[src/rtl/inst_defs.sv]
// Shared instruction definitions: data/order-code widths, order codes (same codes the
// decoder emits), RV32I opcodes and funct7 constants. Safe to include more than once.
`ifndef INST_DEFS_SV
`define INST_DEFS_SV

`define DATA_WIDTH      32
`define INST_TYPE_WIDTH 6

`define LUI    6'd0
`define AUIPC  6'd1
`define ADDI   6'd2
`define SLTI   6'd3
`define SLTIU  6'd4
`define XORI   6'd5
`define ORI    6'd6
`define ANDI   6'd7
`define SLLI   6'd8
`define SRLI   6'd9
`define SRAI   6'd10
`define ADD    6'd11
`define SUB    6'd12
`define SLL    6'd13
`define SLT    6'd14
`define SLTU   6'd15
`define XOR    6'd16
`define SRL    6'd17
`define SRA    6'd18
`define OR     6'd19
`define AND    6'd20
`define LB     6'd21
`define LH     6'd22
`define LW     6'd23
`define LBU    6'd24
`define LHU    6'd25
`define SB     6'd26
`define SH     6'd27
`define SW     6'd28
`define JAL    6'd29
`define JALR   6'd30
`define BEQ    6'd31
`define BNE    6'd32
`define BLT    6'd33
`define BGE    6'd34
`define BLTU   6'd35
`define BGEU   6'd36

`define OPC_LUI    7'b0110111
`define OPC_AUIPC  7'b0010111
`define OPC_JAL    7'b1101111
`define OPC_JALR   7'b1100111
`define OPC_BRANCH 7'b1100011
`define OPC_LOAD   7'b0000011
`define OPC_STORE  7'b0100011
`define OPC_OPIMM  7'b0010011
`define OPC_OP     7'b0110011

`define F7_BASE 7'h00
`define F7_ALT  7'h20

`endif

[src/rtl/inst_encoder_pkg.sv]
// Encoder package: instruction formats, per-order field lookup and the optional
// operand range check used by inst_encoder.
`include "inst_defs.sv"

package inst_encoder_pkg;

  typedef enum logic [2:0] {
    FMT_NONE, FMT_U, FMT_I, FMT_SH, FMT_R, FMT_S, FMT_B, FMT_J
  } fmt_e;

  typedef struct packed {
    fmt_e       fmt;
    logic [6:0] opc;
    logic [2:0] f3;
    logic [6:0] f7;
  } order_info_t;

  // One FIFO entry: error flag above the encoded word.
  typedef struct packed {
    logic                   err;
    logic [`DATA_WIDTH-1:0] inst;
  } enc_word_t;

  localparam int ENC_W = $bits(enc_word_t);

  // Map an order code to its format, opcode, funct3 and funct7.
  function automatic order_info_t order_info(input logic [`INST_TYPE_WIDTH-1:0] t);
    order_info_t r;
    r = '{FMT_NONE, 7'h00, 3'd0, `F7_BASE};
    case (t)
      `LUI:   r = '{FMT_U,  `OPC_LUI,    3'd0, `F7_BASE};
      `AUIPC: r = '{FMT_U,  `OPC_AUIPC,  3'd0, `F7_BASE};
      `ADDI:  r = '{FMT_I,  `OPC_OPIMM,  3'd0, `F7_BASE};
      `SLTI:  r = '{FMT_I,  `OPC_OPIMM,  3'd2, `F7_BASE};
      `SLTIU: r = '{FMT_I,  `OPC_OPIMM,  3'd3, `F7_BASE};
      `XORI:  r = '{FMT_I,  `OPC_OPIMM,  3'd4, `F7_BASE};
      `ORI:   r = '{FMT_I,  `OPC_OPIMM,  3'd6, `F7_BASE};
      `ANDI:  r = '{FMT_I,  `OPC_OPIMM,  3'd7, `F7_BASE};
      `SLLI:  r = '{FMT_SH, `OPC_OPIMM,  3'd1, `F7_BASE};
      `SRLI:  r = '{FMT_SH, `OPC_OPIMM,  3'd5, `F7_BASE};
      `SRAI:  r = '{FMT_SH, `OPC_OPIMM,  3'd5, `F7_ALT};
      `ADD:   r = '{FMT_R,  `OPC_OP,     3'd0, `F7_BASE};
      `SUB:   r = '{FMT_R,  `OPC_OP,     3'd0, `F7_ALT};
      `SLL:   r = '{FMT_R,  `OPC_OP,     3'd1, `F7_BASE};
      `SLT:   r = '{FMT_R,  `OPC_OP,     3'd2, `F7_BASE};
      `SLTU:  r = '{FMT_R,  `OPC_OP,     3'd3, `F7_BASE};
      `XOR:   r = '{FMT_R,  `OPC_OP,     3'd4, `F7_BASE};
      `SRL:   r = '{FMT_R,  `OPC_OP,     3'd5, `F7_BASE};
      `SRA:   r = '{FMT_R,  `OPC_OP,     3'd5, `F7_ALT};
      `OR:    r = '{FMT_R,  `OPC_OP,     3'd6, `F7_BASE};
      `AND:   r = '{FMT_R,  `OPC_OP,     3'd7, `F7_BASE};
      `LB:    r = '{FMT_I,  `OPC_LOAD,   3'd0, `F7_BASE};
      `LH:    r = '{FMT_I,  `OPC_LOAD,   3'd1, `F7_BASE};
      `LW:    r = '{FMT_I,  `OPC_LOAD,   3'd2, `F7_BASE};
      `LBU:   r = '{FMT_I,  `OPC_LOAD,   3'd4, `F7_BASE};
      `LHU:   r = '{FMT_I,  `OPC_LOAD,   3'd5, `F7_BASE};
      `SB:    r = '{FMT_S,  `OPC_STORE,  3'd0, `F7_BASE};
      `SH:    r = '{FMT_S,  `OPC_STORE,  3'd1, `F7_BASE};
      `SW:    r = '{FMT_S,  `OPC_STORE,  3'd2, `F7_BASE};
      `JAL:   r = '{FMT_J,  `OPC_JAL,    3'd0, `F7_BASE};
      `JALR:  r = '{FMT_I,  `OPC_JALR,   3'd0, `F7_BASE};
      `BEQ:   r = '{FMT_B,  `OPC_BRANCH, 3'd0, `F7_BASE};
      `BNE:   r = '{FMT_B,  `OPC_BRANCH, 3'd1, `F7_BASE};
      `BLT:   r = '{FMT_B,  `OPC_BRANCH, 3'd4, `F7_BASE};
      `BGE:   r = '{FMT_B,  `OPC_BRANCH, 3'd5, `F7_BASE};
      `BLTU:  r = '{FMT_B,  `OPC_BRANCH, 3'd6, `F7_BASE};
      `BGEU:  r = '{FMT_B,  `OPC_BRANCH, 3'd7, `F7_BASE};
      default: ;
    endcase
    return r;
  endfunction

  // True when the immediate does not fit its field, or a used register index exceeds 31.
  function automatic logic range_bad(input fmt_e fmt, input logic [31:0] imm,
                                     input logic [31:0] rd, input logic [31:0] rs1,
                                     input logic [31:0] rs2);
    logic i_ok, b_ok, j_ok, rd_hi, rs1_hi, rs2_hi, bad;
    i_ok   = (&imm[31:11]) | ~(|imm[31:11]);
    b_ok   = ((&imm[31:12]) | ~(|imm[31:12])) & ~imm[0];
    j_ok   = ((&imm[31:20]) | ~(|imm[31:20])) & ~imm[0];
    rd_hi  = |rd[31:5];
    rs1_hi = |rs1[31:5];
    rs2_hi = |rs2[31:5];
    bad    = 1'b0;
    case (fmt)
      FMT_U:   bad = (|imm[11:0]) | rd_hi;
      FMT_I:   bad = ~i_ok | rd_hi | rs1_hi;
      FMT_SH:  bad = (|imm[31:5]) | rd_hi | rs1_hi;
      FMT_R:   bad = rd_hi | rs1_hi | rs2_hi;
      FMT_S:   bad = ~i_ok | rs1_hi | rs2_hi;
      FMT_B:   bad = ~b_ok | rs1_hi | rs2_hi;
      FMT_J:   bad = ~j_ok | rd_hi;
      default: bad = 1'b0;
    endcase
    return bad;
  endfunction

endpackage

[src/rtl/inst_enc_fifo.sv]
// Two-entry synchronous FIFO with occupancy count. No bypass: the head is always
// a registered entry, and full depends only on the registered count.
module inst_enc_fifo #(
  parameter int W = 33
) (
  input  logic         clk_in,
  input  logic         rst_in,
  input  logic         push,
  input  logic [W-1:0] push_data,
  input  logic         pop,
  output logic         full,
  output logic         valid,
  output logic [W-1:0] head
);

  logic [W-1:0] mem_q [2];
  logic [W-1:0] mem_d [2];
  logic         wr_ptr_q, wr_ptr_d;
  logic         rd_ptr_q, rd_ptr_d;
  logic [1:0]   count_q, count_d;
  logic         do_push, do_pop;

  assign full  = (count_q == 2'd2);
  assign valid = (count_q != 2'd0);
  assign head  = mem_q[rd_ptr_q];

  // Next-state for storage, pointers and count from push/pop.
  always_comb begin
    // NOTE: every variable gets a default before any branch, so no path infers a latch.
    mem_d    = mem_q;
    wr_ptr_d = wr_ptr_q;
    rd_ptr_d = rd_ptr_q;
    count_d  = count_q;
    do_push  = push && !full;
    do_pop   = pop && valid;
    if (do_push) begin
      mem_d[wr_ptr_q] = push_data;
      wr_ptr_d        = ~wr_ptr_q;
    end
    if (do_pop) rd_ptr_d = ~rd_ptr_q;
    case ({do_push, do_pop})
      2'b10:   count_d = count_q + 2'd1;
      2'b01:   count_d = count_q - 2'd1;
      default: count_d = count_q;
    endcase
  end

  // State registers; reset empties the FIFO immediately.
  always_ff @(posedge clk_in or negedge rst_in) begin
    if (!rst_in) begin
      // NOTE: the storage is reset too, so the head reads all-zero straight out of reset.
      mem_q    <= '{default: '0};
      wr_ptr_q <= 1'b0;
      rd_ptr_q <= 1'b0;
      count_q  <= 2'd0;
    end else begin
      // NOTE: non-blocking assignments so every flop samples pre-edge values.
      mem_q    <= mem_d;
      wr_ptr_q <= wr_ptr_d;
      rd_ptr_q <= rd_ptr_d;
      count_q  <= count_d;
    end
  end

endmodule

[src/rtl/inst_encoder.sv]
// inst_encoder: packs a decoded order into a 32-bit RV32I instruction word, queued
// through a 2-entry output FIFO. Define INST_ENC_RANGE_CHECK_EN to flag immediates
// and register indices that do not fit their fields; otherwise they are truncated.
`include "inst_defs.sv"

module inst_encoder
  import inst_encoder_pkg::*;
#(
  parameter int ERR_CNT_W = 16
) (
  input  logic                        clk_in,
  input  logic                        rst_in,
  input  logic                        in_valid,
  output logic                        in_ready,
  input  logic [`INST_TYPE_WIDTH-1:0] order_type,
  input  logic [`DATA_WIDTH-1:0]      order_rd,
  input  logic [`DATA_WIDTH-1:0]      order_rs1,
  input  logic [`DATA_WIDTH-1:0]      order_rs2,
  input  logic [`DATA_WIDTH-1:0]      order_imm,
  output logic                        out_valid,
  input  logic                        out_ready,
  output logic [`DATA_WIDTH-1:0]      out_inst,
  output logic                        out_err,
  output logic [ERR_CNT_W-1:0]        err_cnt
);

  order_info_t          info;
  enc_word_t            enc;
  enc_word_t            head;
  logic                 fifo_full;
  logic                 push;
  logic [4:0]           rd, rs1, rs2;
  logic [ERR_CNT_W-1:0] err_cnt_q, err_cnt_d;

  assign rd   = order_rd[4:0];
  assign rs1  = order_rs1[4:0];
  assign rs2  = order_rs2[4:0];
  assign push = in_valid && in_ready;

`ifndef INST_ENC_RANGE_CHECK_EN
  // Upper index bits only matter to the range check.
  logic unused_reg_hi;
  assign unused_reg_hi = ^{order_rd[31:5], order_rs1[31:5], order_rs2[31:5]};
`endif

  // Encode the order; anything unencodable becomes {err=1, inst=0}.
  always_comb begin
    info = order_info(order_type);
    enc  = '0;
    case (info.fmt)
      FMT_U:   enc.inst = {order_imm[31:12], rd, info.opc};
      FMT_I:   enc.inst = {order_imm[11:0], rs1, info.f3, rd, info.opc};
      FMT_SH:  enc.inst = {info.f7, order_imm[4:0], rs1, info.f3, rd, info.opc};
      FMT_R:   enc.inst = {info.f7, rs2, rs1, info.f3, rd, info.opc};
      FMT_S:   enc.inst = {order_imm[11:5], rs2, rs1, info.f3, order_imm[4:0], info.opc};
      FMT_B:   enc.inst = {order_imm[12], order_imm[10:5], rs2, rs1, info.f3,
                           order_imm[4:1], order_imm[11], info.opc};
      FMT_J:   enc.inst = {order_imm[20], order_imm[10:1], order_imm[11],
                           order_imm[19:12], rd, info.opc};
      default: enc.err  = 1'b1;
    endcase
`ifdef INST_ENC_RANGE_CHECK_EN
    if (range_bad(info.fmt, order_imm, order_rd, order_rs1, order_rs2)) enc.err = 1'b1;
`endif
    if (enc.err) enc.inst = '0;
  end

  // Saturating count of accepted orders that carried an error.
  always_comb begin
    err_cnt_d = err_cnt_q;
    if (push && enc.err && !(&err_cnt_q)) err_cnt_d = err_cnt_q + ERR_CNT_W'(1);
  end

  // Error counter register.
  always_ff @(posedge clk_in or negedge rst_in) begin
    if (!rst_in) err_cnt_q <= '0;
    else         err_cnt_q <= err_cnt_d;
  end

  inst_enc_fifo #(.W(ENC_W)) u_fifo (
    .clk_in    (clk_in),
    .rst_in    (rst_in),
    .push      (push),
    .push_data (enc),
    .pop       (out_ready),
    .full      (fifo_full),
    .valid     (out_valid),
    .head      (head)
  );

  assign in_ready = !fifo_full;
  assign out_inst = head.inst;
  assign out_err  = head.err;
  assign err_cnt  = err_cnt_q;

endmodule

[config.mk]
export PLATFORM = sky130hd
export DESIGN_NAME = inst_encoder
export DESIGN_NICKNAME = d
export VERILOG_FILES = /design/src/rtl/inst_encoder_pkg.sv /design/src/rtl/inst_enc_fifo.sv /design/src/rtl/inst_encoder.sv
export VERILOG_INCLUDE_DIRS = /design/src /design/src/rtl
export SDC_FILE = /design/constraint.sdc
export NUM_CORES = 1
export LEC_CHECK = 0
export CAP_MARGIN = 20
export CORE_UTILIZATION = 44
export DETAILED_ROUTE_END_ITERATION = 8
export PLACE_DENSITY = 0.81
export RECOVER_POWER = 25
export SLEW_MARGIN = 20
export SYNTH_ARGS = -nofsm -noshare
export SYNTH_HDL_FRONTEND = slang
export SYNTH_HIERARCHICAL = 1
export SYNTH_SLANG_ARGS = --single-unit
[constraint.sdc]
create_clock -name clk_in -period 2.4 [get_ports clk_in]
set_input_delay 0.36 -clock clk_in [delete_from_list [all_inputs] [get_ports clk_in]]
set_output_delay 0.36 -clock clk_in [all_outputs]
set_load 0.02 [all_outputs]
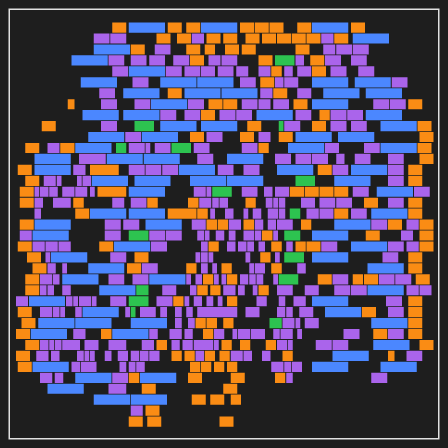
class_map.png
- purple: remaining logic cells (cells 296)
- orange: remaining buffers and delay cells (cells 161)
- blue: registers (cells 86)
- green: clock drivers and dummy loads (cells 16)

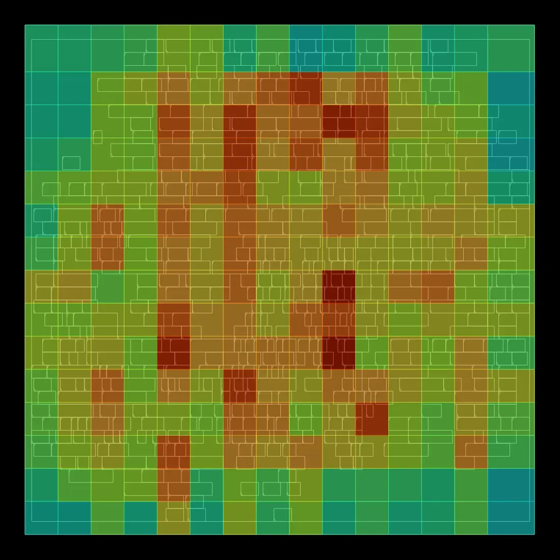
congestion_map.png
Total GRT Usage: 0.2218
met3 Use GR: 0.03863

==> impl_metrics.csv <==
group,metric,value,unit
status,outcome,"finished, final reports clean",
logic_synthesis,ff_type,"dfrtp_1",
route,totalWireLength,11940,um
timing,tightest_slew,1235,ps
place,dp_hpwl,8704,um
die,tapCellCount,136,
finish,flop_area,2152,um2
logic_synthesis,yosys.cell_types.count,61,
cts,cts_tree,"done",
timing,final.setup_skew,10.67,ps
power_and_ir_drop,peakVddDrop,0.7810,mV
route,viasPerCell,5.488,
logic_synthesis,synth_chip_area,4793,um2
setup_path,slowest_stage,"clkdlybuf4s50_1",
place,port_buffers,107,
cts,cts_inserted_buffers,9,
route,vias,3814,
route,ant_nets,0,
cts,root_buffer,"clkbuf_8",
setup_path,crit_buf_inv,2,
setup_path,critPathTopFamily,"buffers and inverters",
finish,drive_gt1_frac,0.3220,
timing,finalHoldViolCount,0,
logic_synthesis,fp_nets,548,
finish,layout.nets,694,
cts,cts.path.max_buffers,2,
cts,clock_latency,360,ps
setup_path,crit_chain,"buf_12 > mux2_2 > clkdlybuf4s50_1",
timing,layout_min_cycle_time,2251,ps
die,fp_util,0.4581,
logic_synthesis,synth_warnings,6,
global_routing,grt_max_degree,49,
finish,antenna_cells,0,
global_routing,antenna_found_initial,0,
finish,nonClkBufAreaFrac,0.2326,
finish,sh_seq_area,0.3323,
worst_hold_path,hold_path_class,"in2async",
route,drc,0,
die,die_area,11320,um2
setup_path,r2r_cells,8,
place,place_inst,679,
global_routing,grt_pass1_wl,19700,um
setup_path,cp_slowest_stage_delay,540,ps
finish,syn2layout_area_growth,35.11,%
setup_path,end_kind,"output port",
setup_path,reg2reg_from,"u_fifo/count_q[0]",
route,wl_per_cell,17.18,um
timing,fin_tns_setup,0,ps
logic_synthesis,netlist_area,4793,um2
power_and_ir_drop,pwr_density_cell,1033,nW/um2
finish,fin_cells,695,
timing,timing.hold.ws,241.7,ps
route,dr.pass1.iters,4,
place,place_congestion,0.8272,
finish,design.seq.count,86,
finish,nClkBuffers,11,
finish,clkCellAreaFrac,0.02705,
timing,slew_viol_final,0,
global_routing,overflow,0,
cts,post_cts_buffers,0,
logic_synthesis,ys.flops,86,
die,core_area,10460,um2
cts,clkTransAtPathRegs,90,ps
route,detail_route.iter0.violations,243,
logic_synthesis,synthArstFlopShare,1.000,
timing,max_slew_margin,0.1767,
setup_path,crit_end,"out_err",
logic_synthesis,edf_count,0,
timing,rsz0062_at_grt,"false",
logic_synthesis,yosysSeqAreaShare,0.4490,
finish,nNonClkBuffers,161,
timing,post-route-period-util,0.9380,
finish,num-multi-input-gates,286,
finish,fill_cells,846,
finish,sh_comb_area,0.3760,
setup_path,worstSetupStartpoint,"u_fifo/rd_ptr_q",
setup_path,critPathArrivalTime,1890,ps
die,die_h,106.4,um
global_routing,first_global_vias,3970,
timing,clock.fmax,444.2,MHz
finish,stdcell_area,6476,um2
power_and_ir_drop,p_leak,2.810,nW
cts,htreeDepth,3,
die,row_count,37,
timing,finalSetupViolCount,0,
setup_path,cp.required,2040,ps
setup_path,critical_path_class,"reg2out",
setup_path,critPathMaxFanout,28,
setup_path,cp-start-kind,"flop",
flow_run,maxCapViolCount,0,
setup_path,path_depth,3,
die,die_x,106.4,um
finish,largest_cell_class,"logic gates",
cts,cts_resized,0,
## cell usage after synthesis (2+ instances only)
cell type / n / share of area
xnor2_1: 15 / 0.027
a31oi_1: 6 / 0.0078
nor3_1: 6 / 0.0063
nand3_1: 12 / 0.013
o21ai_0: 3 / 0.0031
a21oi_1: 15 / 0.016
inv_1: 6 / 0.0047
o21ai_1: 5 / 0.0052
nand2_1: 17 / 0.013
nor4_1: 2 / 0.0026
clkbuf_1: 5 / 0.0039
and3_1: 6 / 0.0078
a222oi_1: 2 / 0.0042
nor2b_1: 2 / 0.0026
buf_6: 7 / 0.016
ha_1: 2 / 0.0052
o22ai_1: 2 / 0.0026
mux2_1: 4 / 0.0094
inv_2: 4 / 0.0031
nand4_1: 2 / 0.0026
buf_2: 12 / 0.013
a22o_1: 15 / 0.027
mux2_2: 97 / 0.23
nand2b_1: 5 / 0.0065
xor2_1: 5 / 0.0091
and2_1: 6 / 0.0078
o21a_1: 3 / 0.0047
nor2_1: 11 / 0.0086
a221o_1: 9 / 0.019
a211oi_1: 2 / 0.0031
dfrtp_1: 86 / 0.45
or2_1: 4 / 0.0052
o32a_1: 2 / 0.0042
## flip-flops by register name (all words and copies together) (netlist names)
register,flops
u_fifo/mem_q,66
err_cnt,16
u_fifo/rd_ptr_q,1
u_fifo/wr_ptr_q,1
u_fifo/count_q,2
## metrics by stage
stage / utilization / setup slack, ps / total power [mW]
2_1_floorplan: - / 421.9 / 4.445
6_report: 0.6190 / 148.9 / 6.690
4_1_cts: 0.6207 / 131.2 / 6.757
3_5_place_dp: 0.6039 / -138.2 / 5.800
3_3_place_gp: 0.6039 / -126.6 / 5.683
5_1_grt: 0.6190 / 71.78 / 7.074
## power by group
part | total [mW] | switching, mW | internal (mW)
Combinational | 3.44 | 1.53 | 1.90
Sequential | 2.32 | 0.317 | 2.00
Clock | 0.937 | 0.547 | 0.390
Total | 6.69 | 2.40 | 4.29
## logic make-up (layout without fill, tap and decap cells)
group	Yosys count	in the layout	synth area share
simple gates	84	84	0.09919
buf+inv	36	187	0.04307
flops	86	86	0.4490
compound gates	78	78	0.1276
xor+xnor	20	20	0.03654
fa+ha+maj	2	2	0.005220
mux	102	102	0.2394
## metal layers
| layer | up-vias | routed length [um] | GRT usage |
|---|---|---|---|
| met4 | 0 | 142 | 0.07044 |
| met3 | 13 | 557 | 0.03863 |
| met5 | - | 0 | 0 |
| met1 | 1916 | 5491 | 0.2931 |
| li1 | 1798 | - | - |
| met2 | 87 | 5747 | 0.3687 |
## cells in the final DEF, fill, tap and decap left out, types with 3 or more instances in the layout
master,n
a21oi_1,15
a221o_1,9
a22o_1,15
a31oi_1,6
and2_1,6
and3_1,6
buf_12,3
buf_4,50
clkbuf_8,9
clkdlybuf4s50_1,106
dfrtp_1,86
inv_1,6
inv_2,4
mux2_1,4
mux2_2,97
nand2_1,17
nand2b_1,5
nand3_1,12
nor2_1,11
nor3_1,6
o21a_1,3
o21ai_0,3
o21ai_1,5
or2_1,4
xnor2_1,15
xor2_1,5
Power and IR drop assume default switching activity.
